File: config.mk
export PLATFORM = sky130hd
export DESIGN_NAME = e203_itcm_icb_slv
export DESIGN_NICKNAME = d
export VERILOG_FILES = /design/src/rtl/e203_itcm_icb_slv.sv
export SDC_FILE = /design/constraint.sdc
export NUM_CORES = 1
export LEC_CHECK = 0
export CORE_AREA = 3 3 126 128
export CTS_CLUSTER_SIZE = 12
export DETAILED_ROUTE_END_ITERATION = 8
export DIE_AREA = 0 0 129 131
export GPL_TIMING_DRIVEN = 0
export PLACE_DENSITY_LB_ADDON = 0.15
export RECOVER_POWER = 25
export SLEW_MARGIN = 25
export SYNTH_ARGS = -nofsm -noshare
export SYNTH_HDL_FRONTEND = slang
export SYNTH_SLANG_ARGS = --single-unit
File: constraint.sdc
create_clock -name clk -period 2 [get_ports clk]
set_clock_uncertainty 0.1 [all_clocks]
set_input_delay 0.3 -clock clk [delete_from_list [all_inputs] [get_ports clk]]
set_output_delay 0.3 -clock clk [all_outputs]
set_load 0.01 [all_outputs]
File: src/rtl/e203_itcm_icb_slv.sv
// ITCM ICB responder: terminates the ICB command/response channel and drives a 64-bit single-port SRAM.
// Optional E203_ITCM_SLV_SKID_EN adds a 1-entry skid buffer so two transactions can be outstanding.
module e203_itcm_icb_slv #(
    parameter int          AW        = 16,
    parameter logic [31:0] BASE_ADDR = 32'h8000_0000,
    parameter int          RAM_AW    = AW - 3
) (
    input  logic              clk,
    input  logic              rst_n,
    input  logic              icb_cmd_valid,
    output logic              icb_cmd_ready,
    input  logic [31:0]       icb_cmd_addr,
    input  logic              icb_cmd_read,
    input  logic [63:0]       icb_cmd_wdata,
    input  logic [7:0]        icb_cmd_wmask,
    output logic              icb_rsp_valid,
    input  logic              icb_rsp_ready,
    output logic              icb_rsp_err,
    output logic [63:0]       icb_rsp_rdata,
    output logic              itcm_holdup,
    output logic              ram_cs,
    output logic              ram_we,
    output logic [RAM_AW-1:0] ram_addr,
    output logic [7:0]        ram_wem,
    output logic [63:0]       ram_din,
    input  logic [63:0]       ram_dout
);

    typedef enum logic {IDLE, PEND} state_t;

    state_t      state;
    logic        stage_rd;
    logic        stage_err;
    logic        in_rgn;
    logic        cmd_hsk;
    logic        rsp_hsk;
    logic [63:0] stage_rdata;
    logic [2:0]  unused_addr_lsb;

    assign unused_addr_lsb = icb_cmd_addr[2:0];

    assign in_rgn  = (icb_cmd_addr[31:AW] == BASE_ADDR[31:AW]);
    assign cmd_hsk = icb_cmd_valid & icb_cmd_ready;
    assign rsp_hsk = icb_rsp_valid & icb_rsp_ready;

    assign ram_cs   = cmd_hsk & in_rgn;
    assign ram_we   = ~icb_cmd_read;
    assign ram_addr = icb_cmd_addr[AW-1:3];
    assign ram_wem  = icb_cmd_read ? 8'h00 : icb_cmd_wmask;
    assign ram_din  = icb_cmd_wdata;

    // ram_dout is only rewritten by a new access, so the stage can read it live.
    assign stage_rdata   = stage_rd ? ram_dout : '0;
    assign icb_rsp_valid = (state == PEND);

`ifdef E203_ITCM_SLV_SKID_EN
    logic        buf_full;
    logic [64:0] buf_q;

    assign icb_cmd_ready = rst_n & ~buf_full;
    assign icb_rsp_err   = icb_rsp_valid & (buf_full ? buf_q[64] : stage_err);
    assign icb_rsp_rdata = ~icb_rsp_valid ? '0 : (buf_full ? buf_q[63:0] : stage_rdata);

    // Buffer holds the older response; the stage only retires once the buffer is empty.
    always_ff @(posedge clk) begin
        if (!rst_n) begin
            state       <= IDLE;
            stage_rd    <= 1'b0;
            stage_err   <= 1'b0;
            itcm_holdup <= 1'b0;
            buf_full    <= 1'b0;
            buf_q       <= '0;
        end else begin
            if ((state == PEND) && !icb_rsp_ready && cmd_hsk) begin
                buf_full <= 1'b1;
                buf_q    <= {stage_err, stage_rdata};
            end else if (rsp_hsk && buf_full) begin
                buf_full <= 1'b0;
            end
            if (cmd_hsk) begin
                state     <= PEND;
                stage_rd  <= icb_cmd_read & in_rgn;
                stage_err <= ~in_rgn;
            end else if (rsp_hsk && !buf_full) begin
                state <= IDLE;
            end
            if (ram_cs) begin
                itcm_holdup <= icb_cmd_read;
            end
        end
    end
`else
    assign icb_cmd_ready = rst_n & ((state == IDLE) | rsp_hsk);
    assign icb_rsp_err   = icb_rsp_valid & stage_err;
    assign icb_rsp_rdata = icb_rsp_valid ? stage_rdata : '0;

    always_ff @(posedge clk) begin
        if (!rst_n) begin
            state       <= IDLE;
            stage_rd    <= 1'b0;
            stage_err   <= 1'b0;
            itcm_holdup <= 1'b0;
        end else begin
            if (cmd_hsk) begin
                state     <= PEND;
                stage_rd  <= icb_cmd_read & in_rgn;
                stage_err <= ~in_rgn;
            end else if (rsp_hsk) begin
                state <= IDLE;
            end
            if (ram_cs) begin
                itcm_holdup <= icb_cmd_read;
            end
        end
    end
`endif

endmodule

Figure 1. Signal wires on met1 (run 1).
Supply wires on this layer in gray.
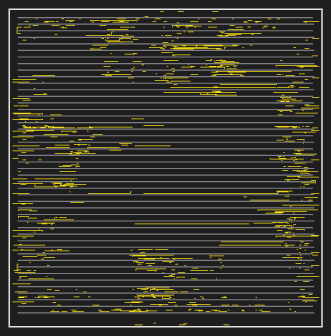
share of all routed wire = 32%
nets with wire on the layer = 487
wire length on this layer = 2520 microns
longest straight run = 55.7 microns

Figure 2. Wires at chosen ports, followed through buffers (run 1).
Scale bar: 50 microns.
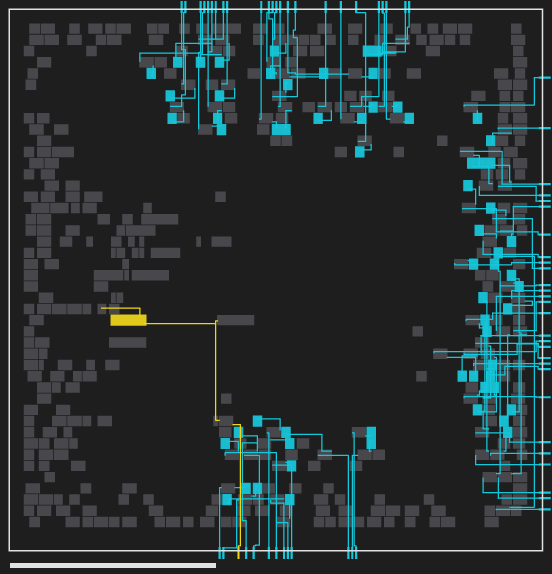
yellow -> icb_rsp_valid  # bits 1, direction output, end cells 1, wire 86.8 microns
cyan -> ram_dout  # bits 64, direction input, end cells 64, wire 1900 microns

Figure 3. Cell area per tile (run 1).
Scale bar: 50 microns. 13 x 13 tiles, from white (low) to dark blue (high), 0 to 100% covered.
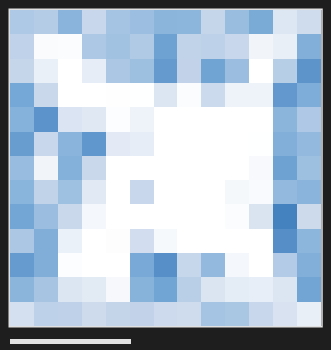
fullest tile = 67%
nearly empty tiles = 26%
emptiest ninth of the die = middle
densest ninth of the die = left middle
mean over tiles = 23%

Figure 4. Signal wires by layer (run 1).
Only two layers are drawn.
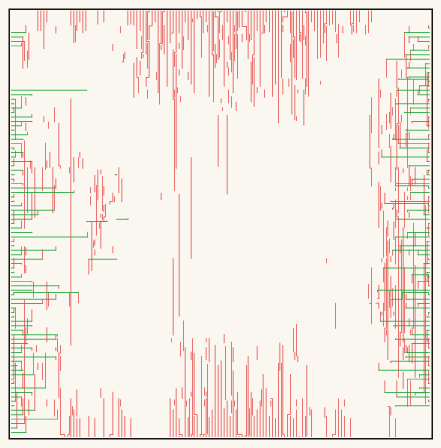
green -> metal 3  # wire length 968 microns
red -> metal 2  # wire length 4330 microns

==> GITHUB_STEP_SUMMARY, run 1 <==
### Metrics collected by this job

| Metric | Value |
|---|---|
| Critical setup path kind | `input port to output pin` |
| R2R setup slack | `slightly above 0.7 ns` |
| Area fraction in xor and xnor cells | `0%` |
| Unrepaired setup endpoints after global routing | `false` |
| Post-Synth Simple-Gate Area | `a little over two fifths` |
| Fraction of layout cells with a size suffix above 1 | `23.0%` |
| Slew Viols, Final | `0` |
| Yosys cell types | `18` |
| Peak supply drop | `0.176 mV` |
| H-tree Lvls | `1` |
| Nets | `just over 600` |
| FP Rows | `between 40 and 50` |
| Flip-flops with a built-in enable | `0` |
| Die width | `129 microns` |
| Detailed Routing Iterations Pass 1 | `4` |
| Worst Path Required | `between 1.5 and 2 ns` |
| Drt wl/cell | `12.6 microns` |
| Cts bufs inserted | `3` |
| AND-OR/OR-AND Cells, Area Fraction | `1.35%` |
| FFs w/ async S/R, synth | `0%` |
| Setup crit end kind | `output pin` |
| Post-synthesis sequential area ratio | `roughly 6.2%` |
| Vias per cell | `3.45` |
| Hold Buf Count CTS | `0` |
| Synth top cells by count | `buf_4, and3_1, clkbuf_1` |
| Initial antenna violation count | `0` |
| Max Cap Viol | `0` |
| YS chip area | `between 0.001 and 0.0015 sq mm` |
| Chip height | `approximately 130 microns` |
| Fin crit share | `between 90% and 100%` |
| Number of DRC markers in iteration 0 | `22` |
| Fin. Hold Viols | `0` |
| Via count | `2168` |
| Vias in the first global route | `~2000` |
| DP Wirelength | `between 7 and 8 mm` |
| Power per cell area | `around 240 mW/mm^2` |
| Most instantiated logic cells after routing | `clkdlybuf4s50_1, buf_4, and3_1` |
| Number of port buffers | `between 200 and 250` |
| Mapped Area | `~0.0013 sq mm` |
| FP Util | `roughly 8.7%` |
| CTS tree | `yes` |
| CP Launch Type | `input port` |
| Sum Neg Setup Slack | `0 ns` |
| WP data arrival | `~1.6 ns` |
| Max Freq | `~500 MHz` |
| GR Overflow Total | `0` |
| Worst Path Max Fanout | `3` |
| Resize count post-CTS | `~95` |
| Yosys top cell area share | `between 40% and 50%` |
| Post-route minimum period | `slightly below 2 ns` |
| Total GRT Usage | `just under 8%` |
| CTS Root Cell | `clkbuf_16` |
| Syn nets | `361` |
| TritonCTS Sinks | `4` |
| WP buf/inv | `2` |
| Adders+Majority by Area | `0%` |
| Hold crit path type | `register to register` |
| Worst path max stage delay | `between 0.5 and 0.6 ns` |
| Yosys top cell by instances | `buf_4` |
| Cell breakdown of the critical path | `clkdlybuf4s50_1 -> nand2b_1 -> and2_1 -> clkdlybuf4s50_1` |
| Worst skew pair latency | `roughly 0.22 ns` |
| Mux area share | `0%` |
| Worst rel slew slack | `between 70% and 80%` |
| Critical path's slowest cell | `clkdlybuf4s50_1` |
| Run status | `completed` |
| Largest net degree at the start of global routing | `11` |
| WL final | `7.89 mm` |
| # setup viols final | `0` |
| Worst-margin pin slew | `slightly below 0.4 ns` |
| Total power | `964 uW` |
| DRC | `0` |
| Tool Warnings | `29` |
| Main logic family | `buffers and inverters` |
| Leak pwr | `around 0.0022 uW` |
| Main synth FF type | `dfxtp_1` |
| Synthesis-stage register bit count | `4` |
| Crit path top cell by count | `clkdlybuf4s50_1` |
-- run 1: worst paths after layout --
check,cells past startpoint,to,from
min,2,stage_err,stage_err
max,4,icb_cmd_ready,icb_rsp_ready
min reg2reg,2,stage_err,stage_err
max reg2reg,4,itcm_holdup,icb_rsp_valid
-- run 1: cell type report --
| class | instances | area, sq um |
|---|---|---|
| Multi-Input combinational cell | 91 | 583 |
| Sequential cell | 4 | 83.8 |
| Inverter | 2 | 7.51 |
| Fill cell | 1675 | 10900 |
| Buffer | 91 | 699 |
| Tap cell | 188 | 235 |
| Timing Repair Buffer | 249 | 2400 |
| Clock buffer | 3 | 75.1 |
-- run 1: power by group --
group,internal (uW),switching (uW)
sequential,83.4,3.00
combinational,407,158
clock,255,56.7
-- run 1: registers in the layout, indices dropped and copies added (netlist names) --
signal / cells
icb_rsp_valid: 1
stage_err: 1
itcm_holdup: 1
stage_rd: 1
-- run 1: worst min-delay path, stage by stage, from the launching register on --
cell and delay [ns]:
dfxtp_1 0.30, nand2_1 0.05, a21oi_1 0.05
-- run 1: cell families after synthesis --
kind of cell,count (synthesis)
buffers and inverters,93
AND-OR/OR-AND,3
AND/OR/NAND/NOR,88
flip-flops,4
-- run 1: stage by stage --
step	hold slack, ns	worst slack [ns]	instance area [sq um]	std cells
after floorplan	0.332	0.539	1300	188
after global placement	0.345	-0.391	4010	623
after detailed placement	0.346	-0.435	4010	623
after CTS	0.347	0.000915	4090	627
after global routing	0.385	0.0125	4090	628
final	0.345	0.0523	4090	628
-- run 1: metal layers --
metal	track usage [%]	wire (microns)	up-vias	share of wire [%]
met1	7.59	2520	932	32
li1	-	-	1060	-
met2	15.3	4330	171	55
met4	1.85	65	0	0.82
met3	2.52	968	5	12
met5	0	0	-	0
## Run 2: what changed since run 1
==> constraint.sdc (replaced) <==
create_clock -name clk -period 1.89 [get_ports clk]
set_clock_uncertainty 0.1 [all_clocks]
set_input_delay 0.2835 -clock clk [delete_from_list [all_inputs] [get_ports clk]]
set_output_delay 0.2835 -clock clk [all_outputs]
set_load 0.01 [all_outputs]
Figure 5. Wires at chosen ports, followed through buffers (run 2).
Scale bar: 50 microns.
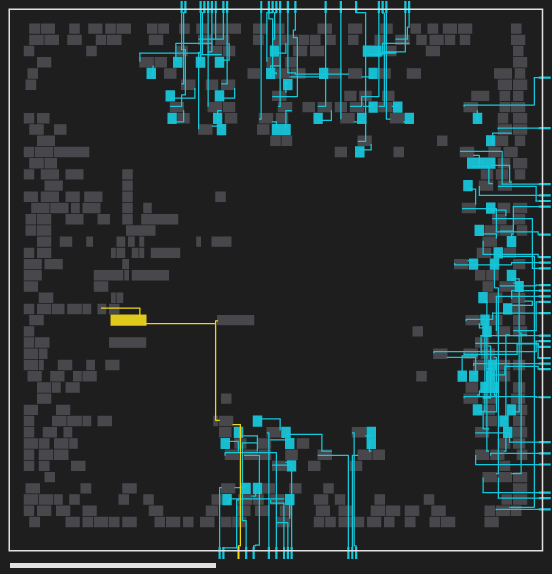
cyan -> ram_dout  # bits 64, direction input, end cells 64, wire 1900 microns
yellow -> icb_rsp_valid  # bits 1, direction output, end cells 1, wire 86.8 microns

Figure 6. Cell area per tile (run 2).
Scale bar: 50 microns. 13 x 13 tiles, from white (low) to dark blue (high), 0 to 100% covered.
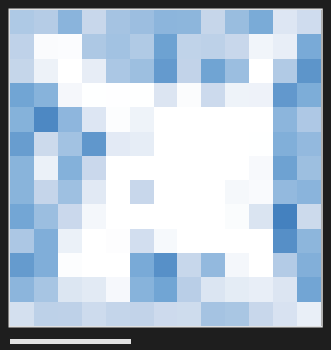
fullest tile = 67%
densest ninth of the die = left middle
mean over tiles = 23%
nearly empty tiles = 25%

==> run 2 against run 1 <==
  * Area after synthesis unchanged
  * Combinational power increased by 5.1%
  * Global-route usage increased by 0.051 points
  * Clock-buffer cell count unchanged
  * Power increased by 5.4%
  * Hold slack about the same
  * Non-clock buffer count increased by 3
  * First-iteration DRC count increased by 18%
  * Sequential cell count unchanged
  * Clock power increased by 6%
  * Die size unchanged
==> GITHUB_STEP_SUMMARY, run 2 <==
### Metrics collected by this job

| Metric | Value |
|---|---|
| DRC | `0` |
| FFs w/ async S/R, synth | `0%` |
| Vias per cell | `between 3 and 4` |
| Synthesis-stage register bit count | `4` |
| # setup viols final | `0` |
| WP data arrival | `about 1.5 ns` |
| Detailed Routing Iterations Pass 1 | `4` |
| Post-Synth Simple-Gate Area | `a little over two fifths` |
| CTS Root Cell | `clkbuf_16` |
| H-tree Lvls | `1` |
| Largest net degree at the start of global routing | `11` |
| Worst Path Max Fanout | `1` |
| Cts bufs inserted | `3` |
| Main logic family | `buffers and inverters` |
| Number of port buffers | `approximately 250` |
| Max Cap Viol | `0` |
| Most instantiated logic cells after routing | `clkdlybuf4s50_1, buf_4, dlygate4sd2_1` |
| Fin crit share | `between 90% and 100%` |
| Yosys cell types | `18` |
| Placed Cells | `around 620` |
| WL final | `7.94 mm` |
| Run status | `completed` |
| FP Rows | `around 45` |
| CTS tree | `yes` |
| Layout fillers | `about 1700` |
| Chip height | `~130 microns` |
| Power per cell area | `around 240 mW/mm^2` |
| Peak supply drop | `around 0.18 mV` |
| YS chip area | `0.00130 sq mm` |
| GR Overflow Total | `0` |
| Leak pwr | `between 0.002 and 0.0025 uW` |
| Worst skew pair latency | `~0.22 ns` |
| Drt wl/cell | `about 13 microns` |
| Top cells by area | `buf_4, and3_1, dfxtp_1, clkbuf_1, nor2b_1` |
| Mux area share | `0%` |
| Unrepaired setup endpoints after global routing | `false` |
| Resize count post-CTS | `99` |
| Hold Buf Count CTS | `0` |
| Nets | `approximately 620` |
| Main synth FF type | `dfxtp_1` |
| Initial antenna violation count | `0` |
| Total GRT Usage | `7.73%` |
| DP Wirelength | `7.06 mm` |
| Syn nets | `about 360` |
| Placed cell areas | `between 0.004 and 0.005 sq mm` |
| Flip-flops with a built-in enable | `0` |
| Worst-margin pin slew | `0.401 ns` |
| FP Util | `~8.7%` |
| Final instance area | `roughly 0.0041 sq mm` |
| Synth top cells by count | `buf_4, and3_1, clkbuf_1` |
| Slew Viols, Final | `0` |
| Area fraction in xor and xnor cells | `0%` |
| Fraction of layout cells with a size suffix above 1 | `a little under a quarter` |
| Non-filler instance count after layout | `631` |
| Post-synthesis sequential area ratio | `between 6 and 7%` |
| Number of DRC markers in iteration 0 | `26` |
| Tool Warnings | `29` |
| TritonCTS Sinks | `4` |
| Setup crit end kind | `output pin` |
| Fin. Hold Viols | `0` |
| Yosys top cell area share | `between 40% and 50%` |
| Adders+Majority by Area | `0%` |
| Mapped Area | `about 0.0013 sq mm` |
| Worst rel slew slack | `between 70% and 80%` |
| Die width | `about 130 microns` |
| Critical setup path kind | `input port to output pin` |
| Vias in the first global route | `2042` |
| Max Freq | `about 550 MHz` |
| Yosys top cell by instances | `buf_4` |
| Worst-path clk slew | `approximately 0.03 ns` |
| Via count | `about 2200` |
| Hold crit path type | `register to register` |
Figure 7. Signal wires by layer (run 2).
Only two layers are drawn.
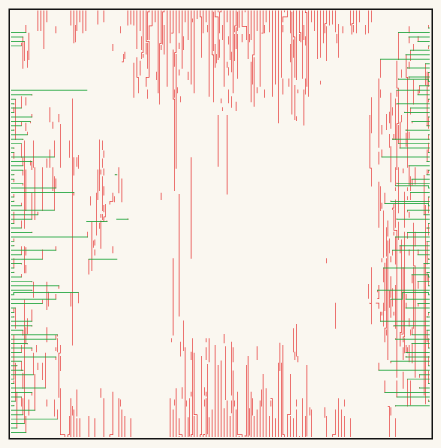
green -> metal 3  # wire length 983 microns
red -> metal 2  # wire length 4350 microns

## run 2: cell counts after synthesis
Identical to the previous run, type by type.
## run 2: layout make-up
cell class | count | area, sq um | area share (%)
buffer | 91 | 699 | 16.9
clock buffer | 3 | 75.1 | 1.81
inverter | 2 | 7.51 | 0.181
multi-input combinational | 91 | 592 | 14.3
sequential | 4 | 83.8 | 2.02
tap | 188 | 235 | 5.67
timing repair buffer | 252 | 2460 | 59.2
## run 2: per-stage QoR
step / hold slack [ns] / total power (uW) / setup slack [ns] / TNS (ns)
5_1_grt: 0.385 / 1070 / 0.00362 / 0
3_3_place_gp: 0.345 / 707 / -0.485 / -29.10
2_1_floorplan: 0.322 / 300 / 0.445 / 0
4_1_cts: 0.347 / 1050 / 0.000536 / 0
3_5_place_dp: 0.346 / 707 / -0.528 / -32.01
6_report: 0.345 / 1020 / 0.0574 / 0
## run 2: cell families after synthesis
logic type      after synthesis
buf+inv                      93
flops                         4
simple gates                 88
compound gates                3
## run 2: where the power goes
part | leakage [uW] | internal [uW] | switching [uW]
combinational | 0.00230 | 426 | 168
clock | 0.0000370 | 270 | 59.9
sequential | 0.0000334 | 88.3 | 3.18
total | 0.00237 | 784 | 231
## run 2: metal layers
metal	global-route usage (%)	up-vias	wire length (microns)
met2	15.5	171	4350
met1	7.64	935	2530
li1	-	1067	-
met4	1.85	0	65
met3	2.52	5	983
met5	0	-	0
## run 2: worst max-delay path, cell delays in order
cell and delay, ns:
clkdlybuf4s50_1 0.48, and3_1 0.15, clkdlybuf4s50_1 0.53
## run 2: path summary, 6_finish.rpt
check                start                end  slack, ns  depth (start not counted)
max reg2reg  icb_rsp_valid        itcm_holdup       0.33                          9
max           ram_dout[46]  icb_rsp_rdata[46]       0.06                          3
min reg2reg      stage_err          stage_err       0.34                          2
min              stage_err          stage_err       0.34                          2
Power is estimated from default activity; no workload was simulated.
